**src/rtl/rr_req_encoder.sv**
```systemverilog
// ---------------------------------------------------------------------------
// rr_req_encoder
//   Round-robin request encoder. Collapses NUM_INPUTS request lines into one
//   registered binary index with a valid/ready handshake toward a single
//   consumer. The pointer holds the index where the round-robin search
//   starts. A grant stays fixed until the consumer accepts it.
//
//   Optional feature macro: RR_REQ_ENCODER_LOCK_EN
//     When defined, adds input i_lock. A handshake with i_lock=1 while the
//     granted requester is still requesting re-grants the same index and
//     leaves the pointer where it is (burst ownership).
// ---------------------------------------------------------------------------
module rr_req_encoder #(
  parameter int NUM_INPUTS = 5,
  localparam int IDX_BITS  = $clog2(NUM_INPUTS)
) (
  input  logic                  i_clk,
  input  logic                  i_rst,
  input  logic [NUM_INPUTS-1:0] i_req,
  input  logic                  i_enable,
  input  logic                  i_ready,
`ifdef RR_REQ_ENCODER_LOCK_EN
  input  logic                  i_lock,
`endif
  output logic                  o_valid,
  output logic [IDX_BITS-1:0]   o_index,
  output logic [NUM_INPUTS-1:0] o_grant
);

  typedef enum logic {
    IDLE  = 1'b0,
    GRANT = 1'b1
  } state_t;

  localparam logic [IDX_BITS-1:0] LAST_IDX = IDX_BITS'(NUM_INPUTS - 1);
  localparam logic [IDX_BITS:0]   N_WIDE   = (IDX_BITS + 1)'(NUM_INPUTS);

  state_t                  state;
  logic [IDX_BITS-1:0]     pointer;

  logic                    handshake;
  logic                    lock_hold;
  logic [IDX_BITS-1:0]     next_ptr;
  logic [IDX_BITS-1:0]     search_base;
  logic [2*NUM_INPUTS-1:0] req_doubled;
  logic [NUM_INPUTS-1:0]   req_rotated;
  logic                    sel_found;
  logic [IDX_BITS-1:0]     sel_offset;
  logic [IDX_BITS:0]       sel_sum;
  logic [IDX_BITS-1:0]     sel_idx;

  assign handshake = (state == GRANT) && i_ready;

  // Pointer value that follows a normal handshake: one past the grant,
  // wrapping modulo NUM_INPUTS rather than modulo 2**IDX_BITS.
  assign next_ptr = (o_index == LAST_IDX) ? '0 : o_index + 1'b1;

  // A handshake moves the search base forward in the same cycle so that a
  // back-to-back grant already sees the advanced pointer.
  assign search_base = handshake ? next_ptr : pointer;

  // Burst lock: hold ownership only while the owner keeps requesting.
`ifdef RR_REQ_ENCODER_LOCK_EN
  assign lock_hold = i_lock && i_req[o_index];
`else
  assign lock_hold = 1'b0;
`endif

  // Rotate the requests so the search base lands at bit 0; the first set bit
  // of the rotated vector is then the distance from the base to the winner.
  assign req_doubled = {i_req, i_req} >> search_base;
  assign req_rotated = req_doubled[NUM_INPUTS-1:0];

  // Find the lowest set bit of the rotated request vector.
  always_comb begin
    // NOTE: every output of a combinational block gets a default first so no
    // path leaves it unassigned, which would infer a latch.
    sel_found  = 1'b0;
    sel_offset = '0;
    for (int k = NUM_INPUTS - 1; k >= 0; k--) begin
      if (req_rotated[k]) begin
        sel_found  = 1'b1;
        sel_offset = IDX_BITS'(k);
      end
    end
  end

  // Undo the rotation: base + distance, folded back below NUM_INPUTS.
  always_comb begin
    sel_sum = {1'b0, search_base} + {1'b0, sel_offset};
    if (sel_sum >= N_WIDE) begin
      sel_sum = sel_sum - N_WIDE;
    end
    sel_idx = sel_sum[IDX_BITS-1:0];
  end

  // Grant FSM with registered index, one-hot grant, valid and pointer.
  always_ff @(posedge i_clk) begin
    // NOTE: synchronous reset, so it is tested inside the clocked block and
    // wins over any handshake in the same cycle. State registers use
    // non-blocking assignment so every register samples pre-edge values.
    if (i_rst) begin
      state   <= IDLE;
      o_valid <= 1'b0;
      o_index <= '0;
      o_grant <= '0;
      pointer <= '0;
    end else begin
      case (state)
        IDLE: begin
          if (i_enable && sel_found) begin
            state   <= GRANT;
            o_valid <= 1'b1;
            o_index <= sel_idx;
            o_grant <= NUM_INPUTS'(1) << sel_idx;
          end
        end
        GRANT: begin
          // Without i_ready the grant is held regardless of i_req/i_enable.
          if (i_ready && !lock_hold) begin
            pointer <= next_ptr;
            if (i_enable && sel_found) begin
              o_index <= sel_idx;
              o_grant <= NUM_INPUTS'(1) << sel_idx;
            end else begin
              state   <= IDLE;
              o_valid <= 1'b0;
              o_grant <= '0;
            end
          end
        end
        default: begin
          state   <= IDLE;
          o_valid <= 1'b0;
          o_grant <= '0;
        end
      endcase
    end
  end

endmodule

```
**config.mk**
```make
export PLATFORM = sky130hd
export DESIGN_NAME = rr_req_encoder
export DESIGN_NICKNAME = d
export VERILOG_FILES = /design/src/rtl/rr_req_encoder.sv
export SDC_FILE = /design/constraint.sdc
export NUM_CORES = 1
export LEC_CHECK = 0
export ABC_AREA = 1
export CAP_MARGIN = 20
export CORE_MARGIN = 2
export CORE_UTILIZATION = 40
export DETAILED_ROUTE_END_ITERATION = 8
export PLACE_DENSITY = 0.61
export SLEW_MARGIN = 0
export SYNTH_ARGS = -nofsm -noshare
export SYNTH_HDL_FRONTEND = slang
export SYNTH_SLANG_ARGS = --single-unit
```
**constraint.sdc**
```tcl
create_clock -name i_clk -period 8 [get_ports i_clk]
set_input_delay 0.8 -clock i_clk [delete_from_list [all_inputs] [get_ports i_clk]]
set_output_delay 0.8 -clock i_clk [all_outputs]
set_load 0.1 [all_outputs]
```
Run 1, M1 wires:
Bar = 20 µm.
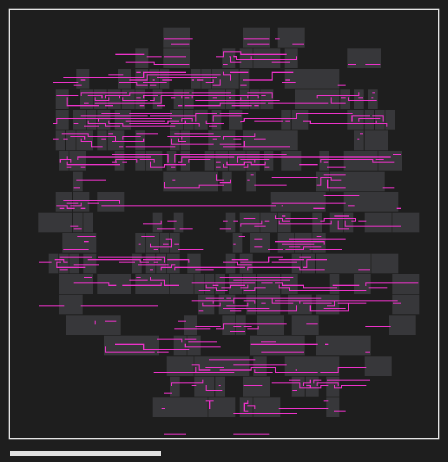
- main direction: horizontal
- share of all routed wire: 49%
- longest straight run: 23.0 µm

Run 1, wiring by layer:
Bar = 20 µm. Only two layers are drawn.
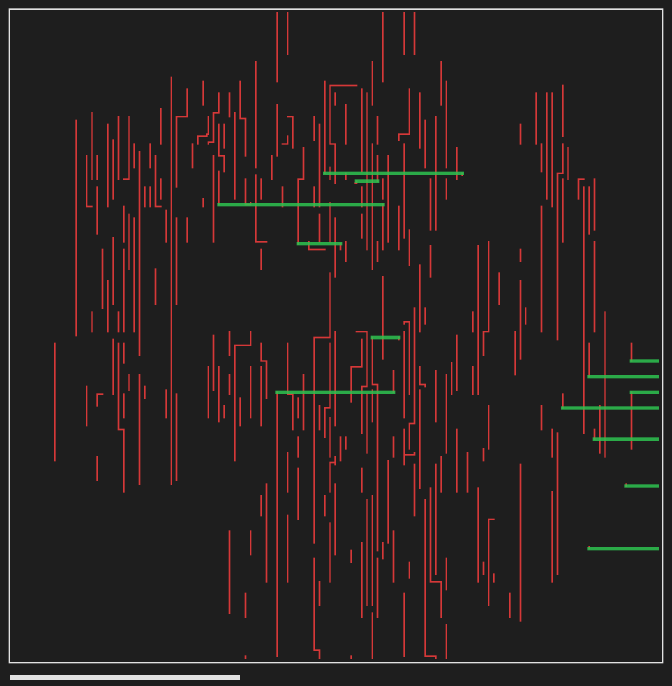
- green: metal 3 (wire length 77.0 µm)
- red: metal 2 (wire length 1,220 µm)

Run 1, zoomed window:
Bar = 5 µm. Region (33, 33) to (53, 53) µm. Cells in grey, sequential cells in the stronger grey; small squares are vias.
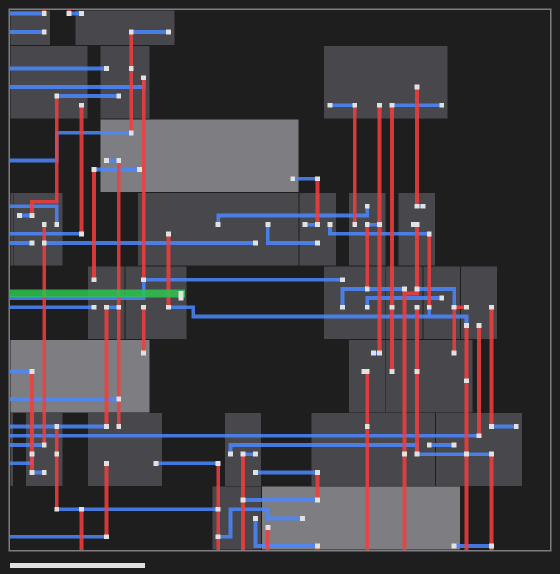
- blue: metal 1
- green: metal 3
- red: metal 2
- cells with their middle in the window: 25
- sequential cells in the window: 3
- netlist names of flops here include: `pointer` (2), `o_index` (1)
- most frequent: nand2_1 (5), nor2_1 (3), dfxtp_1 (3)

==> run notes, run 1 <==
impl run done, here's what came out: status finished, final reports clean, Max-slew headroom 35.1%, Post-Place Cell Area 1290 µm², Adder-Cell Fraction of Synth Area between 9 and 10%, number of sequential cells 13, Detailed Route Iter0 Violations 22, Multi-input gate area 732 µm², Post-Route WL 2560 µm, largest net degree at the start of global routing 14, Syn Nets 184, Seq/Total Area, Yosys 23.4%, Util after Layout between 40% and 50%, OpenROAD warning count 28, hold crit path type reg2reg, Worst path max stage delay 0.57 ns, fin nets 201, final hold slack 0.490 ns, row cnt 19, Fin Clk Skew 0.00440 ns, Reg clk slew, reported paths 0.08 ns, chip area 3220 µm², CP Launch Point i_ready, antenna cells 0, CP max FO 12, syn avg cell area around 6.7 µm², DRC 0, CTS max path bufs 2, Layout area overhead 18.1%, Final WS setup 3.32 ns, clock sinks 13, simple-gate portion of the synthesized area 40.8%, Inst Count DP 210, clock buffers 4, clock share of power around 12%, GRT Residual Overflow 0, Sw Share 53.1%, DP HPWL 2020 µm, final instance area approximately 1300 µm², layout cell share with drive strength beyond 1 around 11%, Top Consumer combinational cells, most frequent CP cell nand2_1, clk cell area share 2.00%, Worst VDD drop 0.163 mV, final non-filler cell total 214, power of the clock network 0.0000406 W, drt first pass iters 6, Tot Pwr 0.000330 W, Global Route Usage Sum 17.1%, # Cells Yosys between 150 and 200, Logic family by area simple AND/OR/NAND/NOR gates, filler cell count ~280, global-route wire length before repair 4460 µm, register area 260 µm², Yosys Chip Area between 1000 and 1500 µm², postcts setup bufs 0, Post-CTS Hold Fix Bufs 0, fraction of area in multi-input gates 55.8%, min cycle time layout between 4 and 5 ns, R2R setup slack slightly below 4 ns, post-route setup TNS 0 ns, DRT antenna net count 0, Req. time, crit path 8.20 ns, XOR/XNOR Area Share 2.36%, Int Pwr 0.000155 W, die span in x 56.7 µm, Vias 1,143, gpl congestion 0.820, Core Density at Floorplan 41.4%, WL/cell 12.0 µm, Post-Synthesis Cell Area 1110 µm², cells after synthesis 167, seq pwr 0.0000806 W, measured slew at the worst slew-check pin 0.971 ns, Worst setup SP type primary input, # setup viols final 0, period utilization 58.5%, WHS Endpoint o_grant[0]$_SDFFE_PP0P_, CTS buffer count 3
## run 1: registers in the layout (all words and copies together) (netlist names)
signal / cells
state: 1
o_valid: 1
pointer: 3
o_index: 3
o_grant: 5
## run 1: synthesized netlist by cell type
cell	number	area, µm²
dfxtp_1	13	260
inv_4	1	6.26
a31oi_1	2	12.5
o2111ai_1	3	26.3
nor2_1	12	45.0
nor4_1	1	6.26
ha_1	7	87.6
nor3_1	3	15.0
or2_2	1	6.26
o21ai_0	3	15.0
nand4_1	5	31.3
o21ai_4	1	16.3
xor2_1	3	26.3
nand3_2	4	40.0
inv_1	21	78.8
nand3_1	27	135
a21oi_1	10	50.1
fa_1	1	20.0
clkbuf_1	2	7.51
nand2_1	33	124
buf_6	2	22.5
a21oi_2	2	17.5
nor2_2	2	12.5
nand2_2	6	37.5
buf_1	1	3.75
o21bai_1	1	7.51
## run 1: metal layers
metal | part of all wire, % | global-route usage (%) | vias to the layer above
met5 | 0 | 0 | -
met3 | 3.0 | 2.30 | 0
li1 | - | - | 596
met2 | 48 | 28.6 | 20
met4 | 0 | 6.12 | 0
met1 | 49 | 22.3 | 527
## run 1: cell usage in the layout, fill, tap and decap left out, types with 2 or more instances in the layout
master / netlist / layout
a21oi_1: 10 / 10
a21oi_2: 2 / 2
a31oi_1: 2 / 2
clkbuf_4: 0 / 3
clkdlybuf4s50_1: 0 / 17
dfxtp_1: 13 / 13
ha_1: 7 / 7
inv_1: 21 / 21
nand2_1: 33 / 33
nand2_2: 6 / 6
nand3_1: 27 / 27
nand3_2: 4 / 4
nand4_1: 5 / 5
nor2_1: 12 / 12
nor2_2: 2 / 2
nor3_1: 3 / 3
o2111ai_1: 3 / 3
o21ai_0: 3 / 3
xor2_1: 3 / 3
==> inputs of run 2 (changes only) <==
- PLACE_DENSITY: 0.61 -> 0.63
- clock period: 8 -> 3.9 ns (I/O delays scaled with it)
Run 2, zoomed window:
Bar = 5 µm. Region (33, 33) to (53, 53) µm. Cells in grey, sequential cells in the stronger grey; small squares are vias.
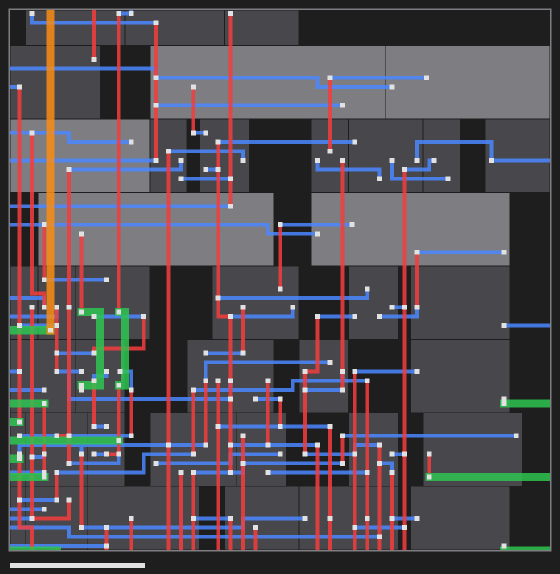
- blue: metal 1
- red: metal 2
- green: metal 3
- orange: metal 4
- most frequent: clkdlybuf4s50_1 (6), a21oi_1 (5), nand2_1 (3)
- cells with their middle in the window: 34
- sequential cells in the window: 5
- netlist names of flops here include: `o_index` (3)

Run 2, track usage over the die:
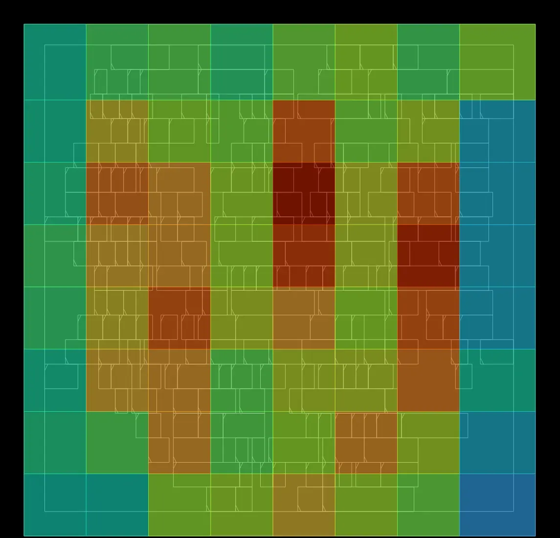
met3 Usage GRT: 2.76%
GR Util met1: 21.0%
met2 Use GR: 34.1%
WL/cell: 12.4 µm

Run 2, wiring by layer:
Bar = 20 µm. Only two layers are drawn.
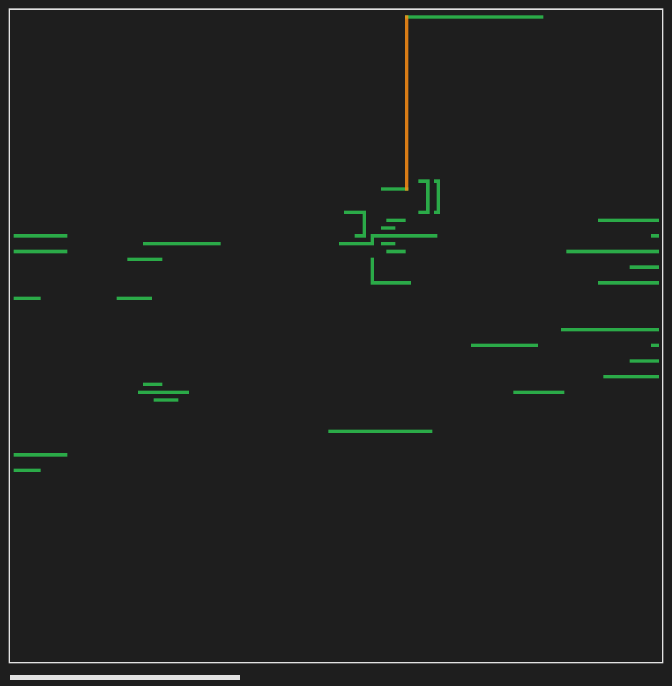
- green: metal 3 (wire length 135 µm)
- orange: metal 4 (wire length 15.0 µm)
Vias: 1,327
Global Route Usage Sum: 18.4%
Post-Route WL: 3070 µm

==> run 2 against run 1 <==
Compared with the run above: setup slack worse by 3.1 ns; sequential share of layout area shrank 4.3 points; register-to-register slack worse by 3.7 ns; clock-buffer cell count unchanged; sequential power up 110%; cell area up 32%.
==> run notes, run 2 <==
impl run done, here's what came out: Yosys Chip Area 1110 µm², hold crit path type reg2reg, global-route wire length before repair about 4800 µm, gpl congestion 0.813, Seq/Total Area, Yosys 23.4%, final tally of max-slew violations 0, Core Density at Floorplan 41.4%, Post-Place Cell Area between 1500 and 2000 µm², GRT Residual Overflow 0, XOR/XNOR Area Share under 10%, measured slew at the worst slew-check pin 0.969 ns, Syn Nets 184, Reg clk slew, reported paths 0.08 ns, Max-slew headroom 35.2%, fin nets 235, syn avg cell area 6.65 µm², worst reg-to-reg path cell count 25, # Cells Yosys approximately 170, Util after Layout about 65%, drt first pass iters 4, die span in x between 50 and 60 µm, chip area 3220 µm², Adder-Cell Fraction of Synth Area under 10%, WHS Endpoint o_grant[0]$_SDFFE_PP0P_, Worst path max stage delay roughly 0.44 ns, DRT antenna net count 0, cells after synthesis 167, OpenROAD warning count 29, simple-gate portion of the synthesized area 40.8%, Post-synth EDFFs 0, asr flop ratio synth 0%, largest net degree at the start of global routing 14, Detailed Route Iter0 Violations 43, max reg flops 5, Largest regs o_grant: 5 flops, o_index: 3 flops, pointer: 3 flops, Post-Synthesis Cell Area roughly 1100 µm², row cnt 19, DRC 0, CP Launch Point o_index[1]$_SDFFE_PP0P_, final instance area 1730 µm², Reg with most FFs o_grant, Area leader share 23.4%, antenna cells 0, CP max FO 7, worst setup path class reg2reg, pwr/cell area just over 500 nW/µm², filler cell count around 250, CTS max path bufs 2, Synth area leader dfxtp_1, # setup viols final 0, initial antenna violation count 0, Fin Clk Skew 0.00423 ns, Seq cells post-synth 13, Worst setup SP type flip-flop, core area 2690 µm², R2R setup slack 0.23 ns, clock sinks 13, CTS buffer count 3, post-route setup TNS 0 ns, Synth top cell by count nand2_1, most common logic cells in the final layout buf_4 (32), nand2_1 (27), nand3_1 (24), status finished, final reports clean, min cycle time layout approximately 3.7 ns, Logic family by area simple AND/OR/NAND/NOR gates, Main synth FF type dfxtp_1, Layout area overhead 56.0%, top cells by count nand2_1 (33), nand3_1 (27), inv_1 (21), Req. time, crit path approximately 4.1 ns, most frequent CP cell nand2_2, layout cell share with drive strength beyond 1 a little under two fifths, period utilization between 90 and 100%, dominant logic cell type in the layout buf_4, DP HPWL 2200 µm, Largest cells by area dfxtp_1 (23%), nand3_1 (12%), nand2_1 (11%), Worst VDD drop 0.333 mV
run 2: cells by family after synthesis:
family                     count (synthesis)
xor gates and xnor gates                   3
AOI/OAI and AO/OA                         22
and+or+nand+nor                           94
adders and majority gates                  8
DFF                                       13
buffers and inverters                     27
run 2: repair_timing:
item,4_1_cts,5_1_grt
buffers inserted,0,6
hold buffers,0,0
setup endpoints to repair,2,8
resized,2,41
pin swaps,0,16
run 2: layer usage:
layer	wire length, µm	track usage, %	vias to the layer above
li1	-	-	661
met2	1720	34.1	52
met3	135	2.76	2
met5	0	0	-
met4	14	6.80	0
met1	1200	21.0	612
run 2: per-stage QoR:
step	std cells	hold slack, ns	setup WS, ns	power, W
2_1_floorplan	167	0.452	0.104	0.000510
3_3_place_gp	238	0.470	-0.217	0.000665
3_5_place_dp	238	0.479	-0.326	0.000679
4_1_cts	242	0.490	-0.00208	0.000761
5_1_grt	248	0.513	-0.0249	0.000962
6_report	248	0.486	0.228	0.000898
run 2: where the power goes:
part | total, W | internal, W | switching [W]
Combinational | 0.000647 | 0.000259 | 0.000388
Sequential | 0.000169 | 0.000154 | 0.0000148
Clock | 0.0000822 | 0.0000396 | 0.0000426
Total | 0.000898 | 0.000453 | 0.000445
run 2: layout make-up:
type	instances	area [µm²]	area share (%)
repair buffers	51	435	25.1
flip-flops and latches	13	269	15.5
inverters	22	85.1	4.91
multi-input cells	127	878	50.7
well taps	31	38.8	2.24
clock buffers	4	26.3	1.52
==> inputs of run 3 (changes only) <==
==> constraint.sdc (replaced) <==
create_clock -name i_clk -period 3.9 [get_ports i_clk]
set_input_delay 0.78 -clock i_clk [delete_from_list [all_inputs] [get_ports i_clk]]
set_output_delay 0.78 -clock i_clk [all_outputs]
set_load 0.1 [all_outputs]
Run 3, wiring by layer:
Bar = 20 µm. Only two layers are drawn.
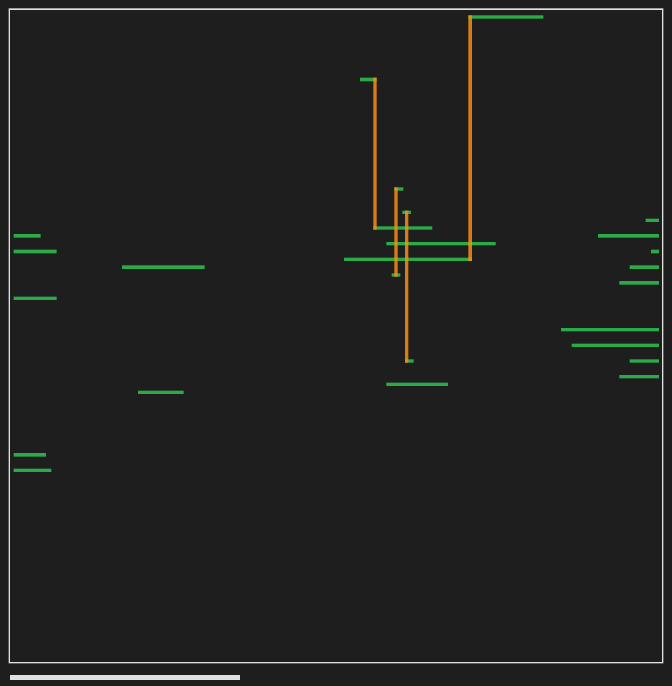
- orange: metal 4 (wire length 54.4 µm)
- green: metal 3 (wire length 96.0 µm)
Global Route Usage Sum: 18.3%
Vias: 1,324
WL/cell: 12.2 µm
Post-Route WL: 3080 µm

Run 3, M1 wires:
Bar = 20 µm.
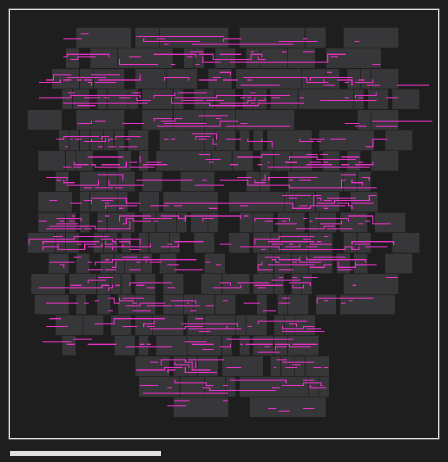
- nets with wire on the layer: 212
- longest straight run: 17.0 µm
- wire length on this layer: 1,210 µm
- main direction: horizontal
- share of all routed wire: 39%

Run 3, wire density map:
The die is cut into 11 by 11 equal tiles; white is low, dark blue is high, scaled to the fullest tile. Values are wire area over tile area, all layers added.
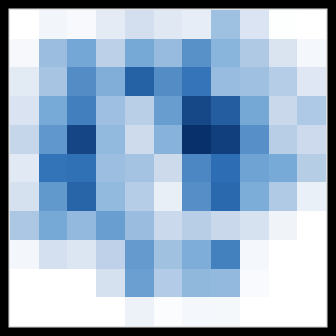
- emptiest ninth of the die: lower right
- mean over tiles: 0.15
- fullest tile: 0.46
- nearly empty tiles: 16%

==> run 3 against run 2 <==
Compared with the run above: wire length grew 0.42%; clock skew shrank 0.0030 ns; critical path depth shrank 4; largest cell class unchanged; synthesized area is the same; total power grew 3.4%; clock-buffer cell count is the same; hold slack lost 0.0052 ns; critical endpoint is now o_grant[3]$_SDFFE_PP0P_; clock power grew 2%; highest routed layer unchanged; critical path type is now in2reg; global-route usage shrank 0.12 points; die size is the same.
==> run notes, run 3 <==
impl run done, here's what came out: status finished, final reports clean, Util after Layout 68.4%, pwr/cell area a little over 500 nW/µm², DRC 0, cells after synthesis 167, core area 2690 µm², Yosys Chip Area 1110 µm², fin nets 239, Post-CTS Hold Fix Bufs 0, Final WS setup ~0.2 ns, Reg with most FFs o_grant, Adder-Cell Fraction of Synth Area 9.68%, hold crit path type reg2reg, Tot Pwr 0.000928 W, Post-Place Cell Area 1480 µm², Main synth FF type dfxtp_1, Synth top cell by count nand2_1, CTS buffer count 3, DP HPWL 2150 µm, final tally of max-slew violations 0, filler cell count 228, GRT Residual Overflow 0, top cells by count nand2_1 (33), nand3_1 (27), inv_1 (21), antenna cells 0, OpenROAD warning count 28, # setup viols final 0, Area leader share 23.4%, Post-synth EDFFs 0, syn avg cell area 6.65 µm², XOR/XNOR Area Share between 2 and 2.5%, final instance area 1840 µm², Largest cells by area dfxtp_1 (23%), nand3_1 (12%), nand2_1 (11%), CTS max path bufs 2, drt first pass iters 4, layout cell share with drive strength beyond 1 42.1%, worst setup path class in2reg, min cycle time layout between 3 and 4 ns, register area about 270 µm², Core Density at Floorplan around two fifths, global-route wire length before repair 4780 µm, Reg clk slew, reported paths 0.08 ns, die span in x roughly 57 µm, Inst Count DP around 240, clock sinks 13, Worst path max stage delay approximately 0.53 ns, Max-slew headroom about a third, measured slew at the worst slew-check pin around 0.97 ns, simple-gate portion of the synthesized area ~40%, Logic family by area simple AND/OR/NAND/NOR gates, largest net degree at the start of global routing 14, Worst setup SP type primary input, row cnt 19, chip area between 3000 and 4000 µm², Req. time, crit path between 4 and 5 ns, Synth area leader dfxtp_1, most frequent CP cell nand2_1, Post-Synthesis Cell Area 1110 µm², gpl congestion 0.838, initial antenna violation count 0, Seq/Total Area, Yosys 23.4%, Layout area overhead 65.4%, Syn Nets 184
run 3: cell counts after synthesis:
No cell type changed its count.
run 3: repair_timing:
action | CTS | global route
buffers inserted | 5 | 8
pin swaps | 6 | 21
endpoints found under the setup margin | 8 | 8
gates resized | 17 | 47
run 3: where the power goes:
part           internal [W]  switching (W)
clock network     0.0000396      0.0000443
registers          0.000154      0.0000154
logic              0.000278       0.000396
run 3: through the flow:
stage	hold slack, ns	TNS (ns)
2_1_floorplan	0.624	0
3_3_place_gp	0.473	-4.06
3_5_place_dp	0.476	-4.98
4_1_cts	0.488	0
5_1_grt	0.509	-0.226
6_report	0.481	0
run 3: worst min-delay path: cells and delay by family, from the launching register on:
kind	cells	cell delay, ns
flip-flops	1	0.32
AND-OR/OR-AND	1	0.05
AND/OR/NAND/NOR	1	0.07
run 3: final timing paths:
path	from	to	slack, ns	cells past startpoint
worst min register to register	o_grant[4]$_SDFFE_PP0P_	o_grant[4]$_SDFFE_PP0P_	0.48	2
worst max register to register	o_index[1]$_SDFFE_PP0P_	o_grant[3]$_SDFFE_PP0P_	0.22	23
worst max-delay path	i_req[1]	o_grant[3]$_SDFFE_PP0P_	0.21	21
worst min-delay path	o_grant[4]$_SDFFE_PP0P_	o_grant[4]$_SDFFE_PP0P_	0.48	2
run 3: cell type report:
type	instances	area share (%)
multi-input combinational	127	51.2
timing repair buffer	55	26.0
sequential	13	14.6
inverter	22	4.63
tap	31	2.11
clock buffer	4	1.43
run 3: per-layer routing:
| metal | wire length (µm) | GRT usage (%) |
|---|---|---|
| met1 | 1210 | 17.4 |
| met2 | 1720 | 39.4 |
| met3 | 95 | 2.30 |
| met4 | 54 | 4.42 |
| met5 | 0 | 0 |
Power and IR drop assume default switching activity.
